$ cat src/rtl/mux_nx1_rr.sv
// Purpose: N-channel registered mux with per-channel valid/ready, fixed-select or round-robin grant.
// Latency: one cycle from input acceptance to out_valid/out_data/out_ch.
// Backpressure: output stage reloads when empty or consumed; while it is stalled every in_ready is low.
//
// Ports:
//   clk, rst_n           : clock, asynchronous active-low reset
//   mode                 : 0 = fixed select by sel, 1 = round-robin over in_valid
//   sel                  : channel chosen in fixed mode (values >= N_CH never grant)
//   in_data/in_valid     : packed channel data (channel k at [k*WIDTH +: WIDTH]) and requests
//   in_ready             : per-channel accept, one-hot or zero
//   out_data/out_ch      : registered winning data and the channel index that supplied it
//   out_valid/out_ready  : downstream handshake
module mux_nx1_rr #(
    parameter int N_CH  = 4,
    parameter int WIDTH = 8,
    parameter int SEL_W = $clog2(N_CH)
) (
    input  logic                  clk,
    input  logic                  rst_n,
    input  logic                  mode,
    input  logic [SEL_W-1:0]      sel,
    input  logic [N_CH*WIDTH-1:0] in_data,
    input  logic [N_CH-1:0]       in_valid,
    output logic [N_CH-1:0]       in_ready,
    output logic [WIDTH-1:0]      out_data,
    output logic [SEL_W-1:0]      out_ch,
    output logic                  out_valid,
    input  logic                  out_ready
);

    logic [WIDTH-1:0] ch_data [N_CH];
    logic [SEL_W-1:0] last;
    logic [SEL_W-1:0] grant;
    logic             grant_vld;
    logic             load_en;
    logic             xfer;

    for (genvar k = 0; k < N_CH; k++) begin : g_unpack
        assign ch_data[k] = in_data[k*WIDTH +: WIDTH];
    end

    assign load_en = !out_valid || out_ready;

    // Grant selection. Round-robin walks (last+1 .. last+N_CH) with an explicit
    // wrap so non-power-of-2 channel counts never index past the last channel.
    always_comb begin : p_grant
        int               idx;
        logic [SEL_W-1:0] idx_s;
        grant_vld = 1'b0;
        grant     = '0;
        idx       = 0;
        idx_s     = '0;
        if (!mode) begin
            if (int'(sel) < N_CH) begin
                grant_vld = in_valid[sel];
                grant     = sel;
            end
        end else begin
            for (int i = 1; i <= N_CH; i++) begin
                idx = int'(last) + i;
                if (idx >= N_CH) begin
                    idx = idx - N_CH;
                end
                idx_s = SEL_W'(idx);
                if (!grant_vld && in_valid[idx_s]) begin
                    grant_vld = 1'b1;
                    grant     = idx_s;
                end
            end
        end
    end

    // Gated by rst_n so no source sees an accept while the block is held in reset.
    assign xfer = rst_n && grant_vld && load_en;

    always_comb begin
        in_ready = '0;
        if (xfer) begin
            in_ready[grant] = 1'b1;
        end
    end

    always_ff @(posedge clk or negedge rst_n) begin
        if (!rst_n) begin
            out_valid <= 1'b0;
            out_data  <= '0;
            out_ch    <= '0;
            // Start one behind channel 0 so the first round-robin search begins there.
            last      <= SEL_W'(N_CH - 1);
        end else if (load_en) begin
            if (grant_vld) begin
                out_valid <= 1'b1;
                out_data  <= ch_data[grant];
                out_ch    <= grant;
                last      <= grant;
            end else begin
                // Data and index keep their stale values; only valid drops.
                out_valid <= 1'b0;
            end
        end
    end

endmodule

$ cat config.mk
export PLATFORM = sky130hd
export DESIGN_NAME = mux_nx1_rr
export DESIGN_NICKNAME = d
export VERILOG_FILES = /design/src/rtl/mux_nx1_rr.sv
export SDC_FILE = /design/constraint.sdc
export NUM_CORES = 1
export LEC_CHECK = 0
export CAP_MARGIN = 20
export CORE_MARGIN = 2
export CORE_UTILIZATION = 41
export CTS_BUF_LIST = sky130_fd_sc_hd__clkbuf_8
export CTS_CLUSTER_DIAMETER = 200
export DETAILED_ROUTE_END_ITERATION = 6
export GPL_TIMING_DRIVEN = 0
export PLACE_DENSITY_LB_ADDON = 0.1
export SLEW_MARGIN = 20
export SYNTH_ARGS = -nofsm -noshare
export SYNTH_HDL_FRONTEND = slang
export SYNTH_SLANG_ARGS = --single-unit
export TNS_END_PERCENT = 100
$ cat constraint.sdc
create_clock -name clk -period 3.6 [get_ports clk]
set_input_delay 0.72 -clock clk [delete_from_list [all_inputs] [get_ports clk]]
set_output_delay 0.72 -clock clk [all_outputs]
set_load 0.05 [all_outputs]
Figure 1. Gate-type map (run 1).
Drawn at 10 px/um.
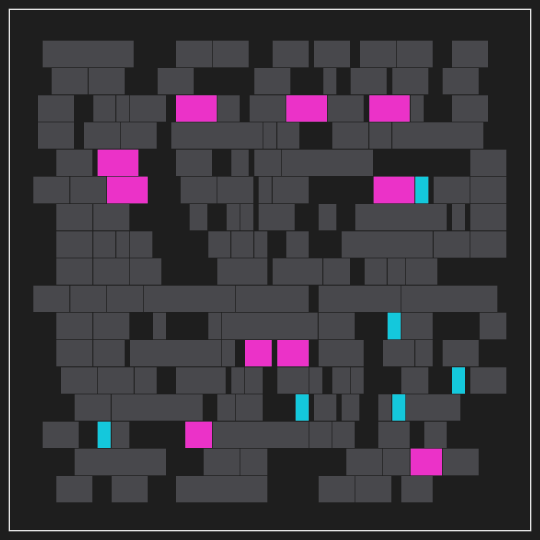
| color | family | cells |
|---|---|---|
| cyan | inv cells | 6 |
| magenta | non-inverting ao/oa cells | 10 |
final std cells w/o fill: 184
combinational share of cell area: 36.09%
Commonest Layout Cell: clkdlybuf4s50_1

Figure 2. Signal wires on met3 (run 1).
Drawn at 6 px/um.
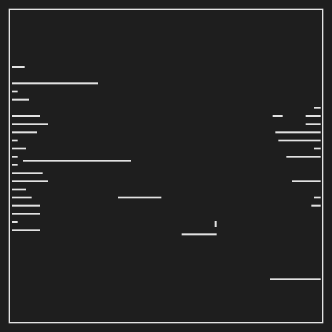
share of all routed wire: 5.0%
main direction: horizontal
wire length on this layer: 139 um
nets with wire on the layer: 34

Figure 3. Cell sizes after repair (run 1).
Drawn at 10 px/um.
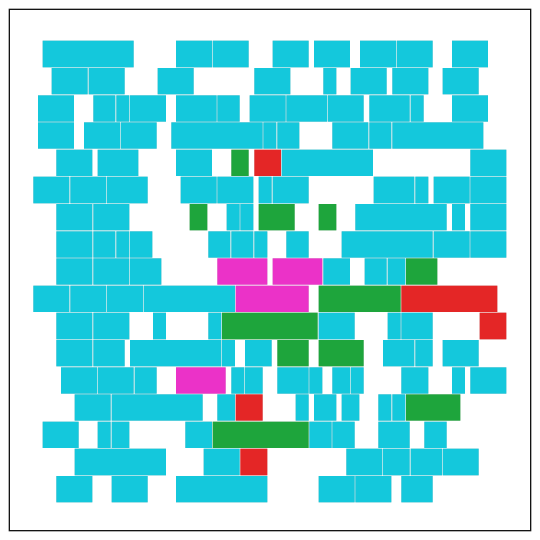
| color | size | cells | share |
|---|---|---|---|
| magenta | x6 and larger | 4 | 2.6% |
| cyan | x1 and smaller | 136 | 87% |
| red | x3 and x4 | 5 | 3.2% |
| green | x2 | 11 | 7.1% |
final instance area: 1574 um2
final setup margin: 108.6 ps
area grow syn2layout: 66.62%

==> ci_impl_report.md, run 1 <==
## PnR job results

| Metric | Value |
|---|---|
| Max VDD drop | `0.3257 mV` |
| Post-synth seq share | `34.70%` |
| Mux cell area share after synthesis | `12.98%` |
| Root Buffer | `clkbuf_8` |
| Synth Warn # | `0` |
| Yosys Instances | `97` |
| R2r worst-path depth | `6` |
| Core ar. | `2191 um2` |
| Crit. Startpoint | `in_valid[0]` |
| DP HPWL | `2156 um` |
| DR vias/cell | `5.576` |
| Worst-path clk slew | `50 ps` |
| Setup_tns | `0 ps` |
| Final Cycle Share | `96.98%` |
| ANT cells | `0` |
| H-tree levels | `1` |
| Unique cell types | `33` |
| Critical Path Source Type | `primary input` |
| RSZ-0062 raised after global routing | `yes` |
| Logic cell area | `568.0 um2` |
| Clock Sinks | `13` |
| Worst Setup Path Type | `primary input to output port` |
| Placed instance count | `180` |
| Final clock skew | `7.219 ps` |
| Status | `finished clean` |
| Arrival time worst endpoint | `2770 ps` |
| Endpoint class of the critical path | `output port` |
| Total grt overflow | `0` |
| Worst setup path end | `in_ready[2]` |
| First-pass GRT wire length | `4347 um` |
| Vias | `1026` |
| Worst hold slack | `495.2 ps` |
| DRC violations left | `0` |
| FMAX | `286.4 MHz` |
| PnR Total Power | `754.0 uW` |
| Max stage delay cell, worst path | `clkdlybuf4s50_1` |
| Iteration-0 DRC Markers | `14` |
| Final Net Count | `199` |
| Clk buf depth | `2` |
| Fa+ha+maj area frac | `0%` |
| Slew @ Worst Pin | `669.4 ps` |
| Synthesized netlist net count | `139` |
| Yosys reg bits | `13` |
| Hold endpoint | `out_ch[1]` |
| Wire per inst | `15.09 um` |
[run 1: Yosys cell counts, types with 2 or more instances]
library cell	number	area (um2)
nand2_1	4	15.01
mux2i_1	10	100.1
a21oi_1	2	10.01
dfrtp_1	11	275.3
nand2b_1	6	37.54
a31oi_1	7	43.79
inv_1	6	22.52
o221a_1	6	67.56
dfstp_2	2	52.55
nor2b_1	2	12.51
o21a_1	2	15.01
or3b_1	2	17.52
o221ai_1	3	26.28
nor2_1	12	45.04
o21ai_0	4	20.02
[run 1: area by class of cell]
type | count | area share (%)
plain buffers | 4 | 2.544
clock buffers | 3 | 2.623
clock inverters | 1 | 0.2385
inverters | 6 | 1.431
multi-input cells | 74 | 36.09
flip-flops and latches | 13 | 20.83
well taps | 28 | 2.226
repair buffers | 55 | 34.02
[run 1: layer usage]
layer | track usage [%] | routed length (um)
met1 | 25.18 | 1132
met2 | 41.35 | 1491
met3 | 4.023 | 138
met4 | 5.263 | 15
met5 | 0 | 0
[run 1: through the flow]
step	util, %	cell area, um2
after floorplan	-	944.7
after global placement	69.85	1530
after detailed placement	69.85	1530
after CTS	72.02	1578
after global routing	71.84	1574
final	71.84	1574
[run 1: registers in the layout, indices dropped and copies added, names as in the netlist]
| register | flops |
|---|---|
| last | 2 |
| out_data | 8 |
| out_ch | 2 |
| out_valid | 1 |
[run 1: power by group]
group	total (mW)	switching, mW	internal, mW
clock	0.126	0.0513	0.0751
sequential	0.217	0.0284	0.188
combinational	0.411	0.235	0.176
total	0.754	0.315	0.439
[run 1: cell families (layout without fill, tap and decap cells)]
| family | after synthesis | count (layout) |
|---|---|---|
| buffers and inverters | 10 | 69 |
| multiplexers | 11 | 11 |
| flip-flops | 13 | 13 |
| AND-OR/OR-AND | 31 | 31 |
| AND/OR/NAND/NOR | 32 | 32 |
==> inputs of run 2 (changes only) <==
CORE_UTILIZATION = 40   (was 41)
CTS_BUF_LIST = unset   (was sky130_fd_sc_hd__clkbuf_8)
Figure 4. Metal 2 (run 2).
Drawn at 6 px/um. Cells faint in the background.
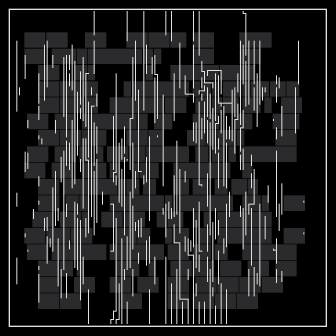
longest straight run: 20.4 um
wire length on this layer: 1380 um
main direction: vertical
share of all routed wire: 53%
nets with wire on the layer: 172

==> ci_impl_report.md, run 2 <==
## PnR job results

| Metric | Value |
|---|---|
| Status | `finished clean` |
| Max-cap viol count | `0` |
| Most frequent cell after synthesis | `nor2_1` |
| Tool warnings | `27` |
| Clock share of power | `12.7% (-4.1 points)` |
| DRC violations left | `0 (unchanged)` |
| Synthesized netlist net count | `139 (unchanged)` |
| Main flop type | `dfrtp_1` |
| DP HPWL | `2086 um (-3.2%)` |
| P_comb | `411 uW (about the same)` |
| Post-CTS resize count | `22` |
| FMAX | `285.3 MHz (-0.38%)` |
| RSZ-0062 raised after global routing | `no` |
| Critical Path Source Type | `primary input` |
| Synth Warn # | `0 (unchanged)` |
| Endpoint class of the critical path | `output port` |
| Max reg flops | `8 (unchanged)` |
| Yosys reg bits | `13 (unchanged)` |
| Final clock skew | `4.098 ps (-3.122 ps)` |
| Pwr dens | `459.5 nW/um2` |
| Switching pwr | `314.1 uW (-0.26%)` |
| Clk. pwr | `90.9 uW (-28%)` |
| ANT nets after route | `0` |
| Crit path buf inv count | `3` |
| Unique cell types | `33 (unchanged)` |
| Final Cycle Share | `97.36% (+0.37 points)` |
| Iteration-0 DRC Markers | `5 (-9)` |
| DR vias/cell | `5.413 (-2.9%)` |
| Post-synth seq share | `34.70% (unchanged)` |
| Slew @ Worst Pin | `637.9 ps (-31.47 ps)` |
| H-tree levels | `1 (unchanged)` |
| Vias | `996 (-2.9%)` |
| Clk buf depth | `2 (unchanged)` |
| Max VDD drop | `0.2572 mV (-21%)` |
| Core ar. | `2212 um2 (+0.97%)` |
| Internal | `404.5 uW (-7.9%)` |
| ANT cells | `0 (unchanged)` |
| Yosys Instances | `97 (unchanged)` |
| Final setup margin | `95.15 ps (-13.45 ps)` |
| Max stage delay cell, worst path | `clkdlybuf4s50_1` |
| Part of the power in registers | `30.1% (+1.4 points)` |
| Synth area leader | `dfrtp_1` |
| Floorplan utilization | `42.70%` |
| Cell area leaders | `dfrtp_1 29%, mux2i_1 11%, o221a_1 7.2%, dfstp_2 5.6%, nor2_1 4.8%` |
| Chip Area, Yosys | `944.7 um2` |
| Sw Share | `43.72% (+1.9 points)` |
| Reg with most FFs | `out_data` |
| Worst-path clk slew | `80 ps (+30 ps)` |
| Area grow syn2layout | `65.56%` |
| Commonest Layout Cell | `clkdlybuf4s50_1` |
| Total grt overflow | `0 (unchanged)` |
| Top cells by count | `12 x nor2_1, 11 x dfrtp_1, 10 x mux2i_1` |
| First-pass GRT wire length | `4305 um (-0.97%)` |
| Synth top area share | `29.14% (unchanged)` |
| Final Net Count | `199 (unchanged)` |
| Clock Sinks | `13 (unchanged)` |
| Root Buffer | `clkbuf_4` |
| Combinational fraction of design power | `57.2% (+2.7 points)` |
| Leak | `0.6307 nW` |
| Setup_tns | `0 ps (unchanged)` |
| P_seq | `216 uW (about the same)` |
| Fin crit period | `3505 ps` |
| Regs by FF count | `out_data: 8 flops, last: 2 flops, out_ch: 2 flops` |
| Worst hold slack | `508.9 ps (+13.74 ps)` |
| Arrival time worst endpoint | `2780 ps (about the same)` |
| Worst Setup Path Type | `primary input to output port` |
| Pwr top | `combinational cells` |
Figure 5. Track usage over the die (run 2).
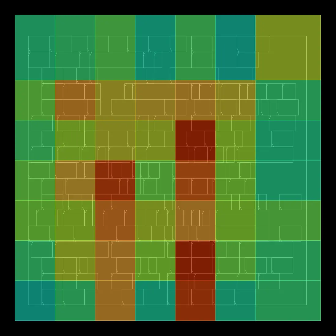
Tot GR Track Use: 21.38%
wire per inst: 14.14 um
final core utilization: 70.70%
met1 Resource Use GR: 23.61%

[run 2: cell families (layout without fill, tap and decap cells)]
group | count (synthesis) | after routing | share of synthesized area, %
mux | 11 | 11 | 12.98
buf+inv | 10 | 69 | 6.224
simple gates | 32 | 32 | 18.28
compound gates | 31 | 31 | 27.81
flops | 13 | 13 | 34.70
[run 2: final cells by class]
| type | count | area (um2) |
|---|---|---|
| Timing Repair Buffer | 55 | 538.0 |
| Clock inverter | 1 | 5.005 |
| Fill cell | 189 | 648.1 |
| Tap cell | 28 | 35.03 |
| Clock buffer | 3 | 22.52 |
| Sequential cell | 13 | 327.8 |
| Inverter | 6 | 22.52 |
| Multi-Input combinational cell | 74 | 575.6 |
| Buffer | 4 | 37.54 |
[run 2: worst paths after layout]
kind | start | endpoint | slack (ps) | depth (start not counted)
max in group asynchronous | rst_n | out_valid | 2360 | 1
worst min register to register | out_ch[1] | out_ch[1] | 510 | 1
worst min-delay path | out_ch[1] | out_ch[1] | 510 | 1
worst max register to register | last[0] | out_data[0] | 1380 | 6
min in group asynchronous | rst_n | out_data[5] | 830 | 1
worst max-delay path | in_valid[1] | in_ready[0] | 100 | 8
[run 2: metal layers]
| layer | routed length, um | GRT usage (%) |
|---|---|---|
| met5 | 0 | 0 |
| met4 | 10 | 5.983 |
| met3 | 182 | 7.714 |
| met2 | 1382 | 38.13 |
| met1 | 1025 | 23.61 |
[run 2: through the flow]
stage          total power, mW  utilization, %  std cells  area [um2]
2_1_floorplan           0.4753               -         97       944.7
3_3_place_gp            0.6208           69.17        180        1530
3_5_place_dp            0.6295           69.17        180        1530
4_1_cts                 0.7235           70.31        184        1555
5_1_grt                 0.7619           70.70        184        1564
6_report                0.7186           70.70        184        1564
==> inputs of run 3 (changes only) <==
HOLD_SLACK_MARGIN = 0.1   (was unset)
Figure 6. Metal 2 (run 3).
Drawn at 6 px/um. Cells faint in the background.
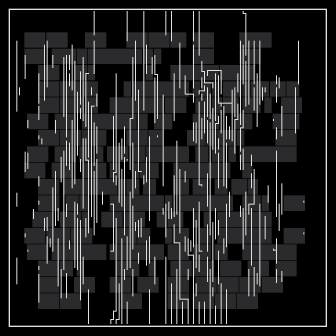
wire length on this layer: 1380 um
main direction: vertical

==> ci_impl_report.md, run 3 <==
## PnR job results

| Metric | Value |
|---|---|
| ANT cells | `0 (unchanged)` |
| Final Cycle Share | `97.36% (unchanged)` |
| Total grt overflow | `0 (unchanged)` |
| Commonest Layout Cell | `clkdlybuf4s50_1` |
| Tot GR Track Use | `21.38% (unchanged)` |
| Floorplan utilization | `42.70% (unchanged)` |
| Part of the power in registers | `30.1% (about the same)` |
| Internal | `404.5 uW (unchanged)` |
| Max-cap viol count | `0 (unchanged)` |
| ANT nets after route | `0 (unchanged)` |
| Cell area leaders | `dfrtp_1 29%, mux2i_1 11%, o221a_1 7.2%, dfstp_2 5.6%, nor2_1 4.8%` |
| Fin crit period | `3505 ps (unchanged)` |
| Post-synth seq share | `34.70% (unchanged)` |
| Setup_tns | `0 ps (unchanged)` |
| Clock Sinks | `13 (unchanged)` |
| Root Buffer | `clkbuf_4` |
| Synth top area share | `29.14% (unchanged)` |
| Main flop type | `dfrtp_1` |
| Crit path buf inv count | `3 (unchanged)` |
| Max VDD drop | `0.2572 mV (unchanged)` |
| Final instance area | `1564 um2 (unchanged)` |
| Sw Share | `43.72% (unchanged)` |
| Worst min path class | `register to register` |
| Placed inst area | `1530 um2 (unchanged)` |
| Regs by FF count | `out_data: 8 flops, last: 2 flops, out_ch: 2 flops` |
| Top cells by count | `12 x nor2_1, 11 x dfrtp_1, 10 x mux2i_1` |
| Critical Path Source Type | `primary input` |
| Chip Area, Yosys | `944.7 um2 (unchanged)` |
| Clk buf depth | `2 (unchanged)` |
| Met3 GRT Util | `7.714% (unchanged)` |
| Max reg flops | `8 (unchanged)` |
| H-tree levels | `1 (unchanged)` |
| Clock share of power | `12.7% (about the same)` |
| Wire per inst | `14.14 um (unchanged)` |
| Slew Limit Fails | `0` |
| DRC violations left | `0 (unchanged)` |
| Share of layout cells above drive strength 1 | `14.10%` |
| FMAX | `285.3 MHz (unchanged)` |
| Final-layout fill cell count | `189 (unchanged)` |
| DP HPWL | `2086 um (unchanged)` |
| PnR Total Power | `718.6 uW (unchanged)` |
| Met3 WL | `182 um (unchanged)` |
| Slew @ Worst Pin | `637.9 ps (unchanged)` |
| Pwr dens | `459.5 nW/um2 (unchanged)` |
| Final clock skew | `4.098 ps (unchanged)` |
| Synth Warn # | `0 (unchanged)` |
| Synth area leader | `dfrtp_1` |
| Reg with most FFs | `out_data` |
| Max Used Layer | `met4` |
| Most frequent cell after synthesis | `nor2_1` |
| Busiest grt layer | `met2` |
| Std-Cell Rows | `17` |
| Iteration-0 DRC Markers | `5 (unchanged)` |
| Routed length on met2 | `1382 um (unchanged)` |
| Final Net Count | `199 (unchanged)` |
| Reg-to-reg setup timing slack | `1380 ps (about the same)` |
| Vias | `996 (unchanged)` |
| Final core utilization | `70.70% (unchanged)` |
| Endpoint class of the critical path | `output port` |
| Arrival time worst endpoint | `2780 ps (about the same)` |
| First-pass GRT wire length | `4305 um (unchanged)` |
| Area grow syn2layout | `65.56% (unchanged)` |
| Yosys Instances | `97 (unchanged)` |
| Placed instance count | `180 (unchanged)` |
| M1 wire length | `1025 um (unchanged)` |
| Switching pwr | `314.1 uW (unchanged)` |
| DR vias/cell | `5.413 (unchanged)` |
| Worst Setup Path Type | `primary input to output port` |
| Leak | `0.6307 nW (unchanged)` |
| Yosys reg bits | `13 (unchanged)` |
| Core ar. | `2212 um2 (unchanged)` |
| Combinational fraction of design power | `57.2% (about the same)` |
| Status | `finished clean` |
Figure 7. Signal wires on met3 (run 3).
Drawn at 6 px/um.
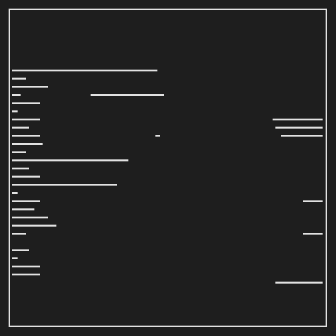
share of all routed wire: 7.0%
nets with wire on the layer: 32
longest straight run: 23.9 um
wire length on this layer: 183 um
main direction: horizontal

[run 3: cell counts in the layout (fill, tap and decap cells not counted)]
No cell type changed its count.
[run 3: worst paths after layout]
| kind | start | to | cells past startpoint |
|---|---|---|---|
| setup / recovery | in_valid[1] | in_ready[0] | 8 |
| hold / removal | out_ch[1] | out_ch[1] | 1 |
| setup reg to reg | last[0] | out_data[0] | 6 |
| hold reg to reg | out_ch[1] | out_ch[1] | 1 |
| max in group asynchronous | rst_n | out_valid | 1 |
| min in group asynchronous | rst_n | out_data[5] | 1 |
[run 3: what timing repair did]
action,CTS,global route
endpoints found under the setup margin,4,4
buffers inserted,0,0
resized,22,7
hold buffers,0,0
[run 3: area by class of cell]
cell class,instances,area (um2),share of cell area [%]
Buffer,4,37.54,2.400
Inverter,6,22.52,1.440
Tap cell,28,35.03,2.240
Clock buffer,3,22.52,1.440
Sequential cell,13,327.8,20.96
Multi-Input combinational cell,74,575.6,36.80
Clock inverter,1,5.005,0.3200
Timing Repair Buffer,55,538.0,34.40
[run 3: cell families after synthesis]
| family | share of synthesized area, % |
|---|---|
| AOI/OAI and AO/OA | 27.81 |
| buffers and inverters | 6.224 |
| DFF | 34.70 |
| and+or+nand+nor | 18.28 |
| muxes | 12.98 |
[run 3: power by group through the flow]
| stage | clock [mW] | combinational (mW) | sequential (mW) |
|---|---|---|---|
| 5_1_grt | 0.104 | 0.436 | 0.222 |
| 4_1_cts | 0.0941 | 0.413 | 0.217 |
| 3_5_place_dp | 0 | 0.411 | 0.219 |
| 2_1_floorplan | 0 | 0.145 | 0.330 |
| 3_3_place_gp | 0 | 0.404 | 0.217 |
| 6_report | 0.0909 | 0.411 | 0.216 |
Power is estimated from default activity; no workload was simulated.
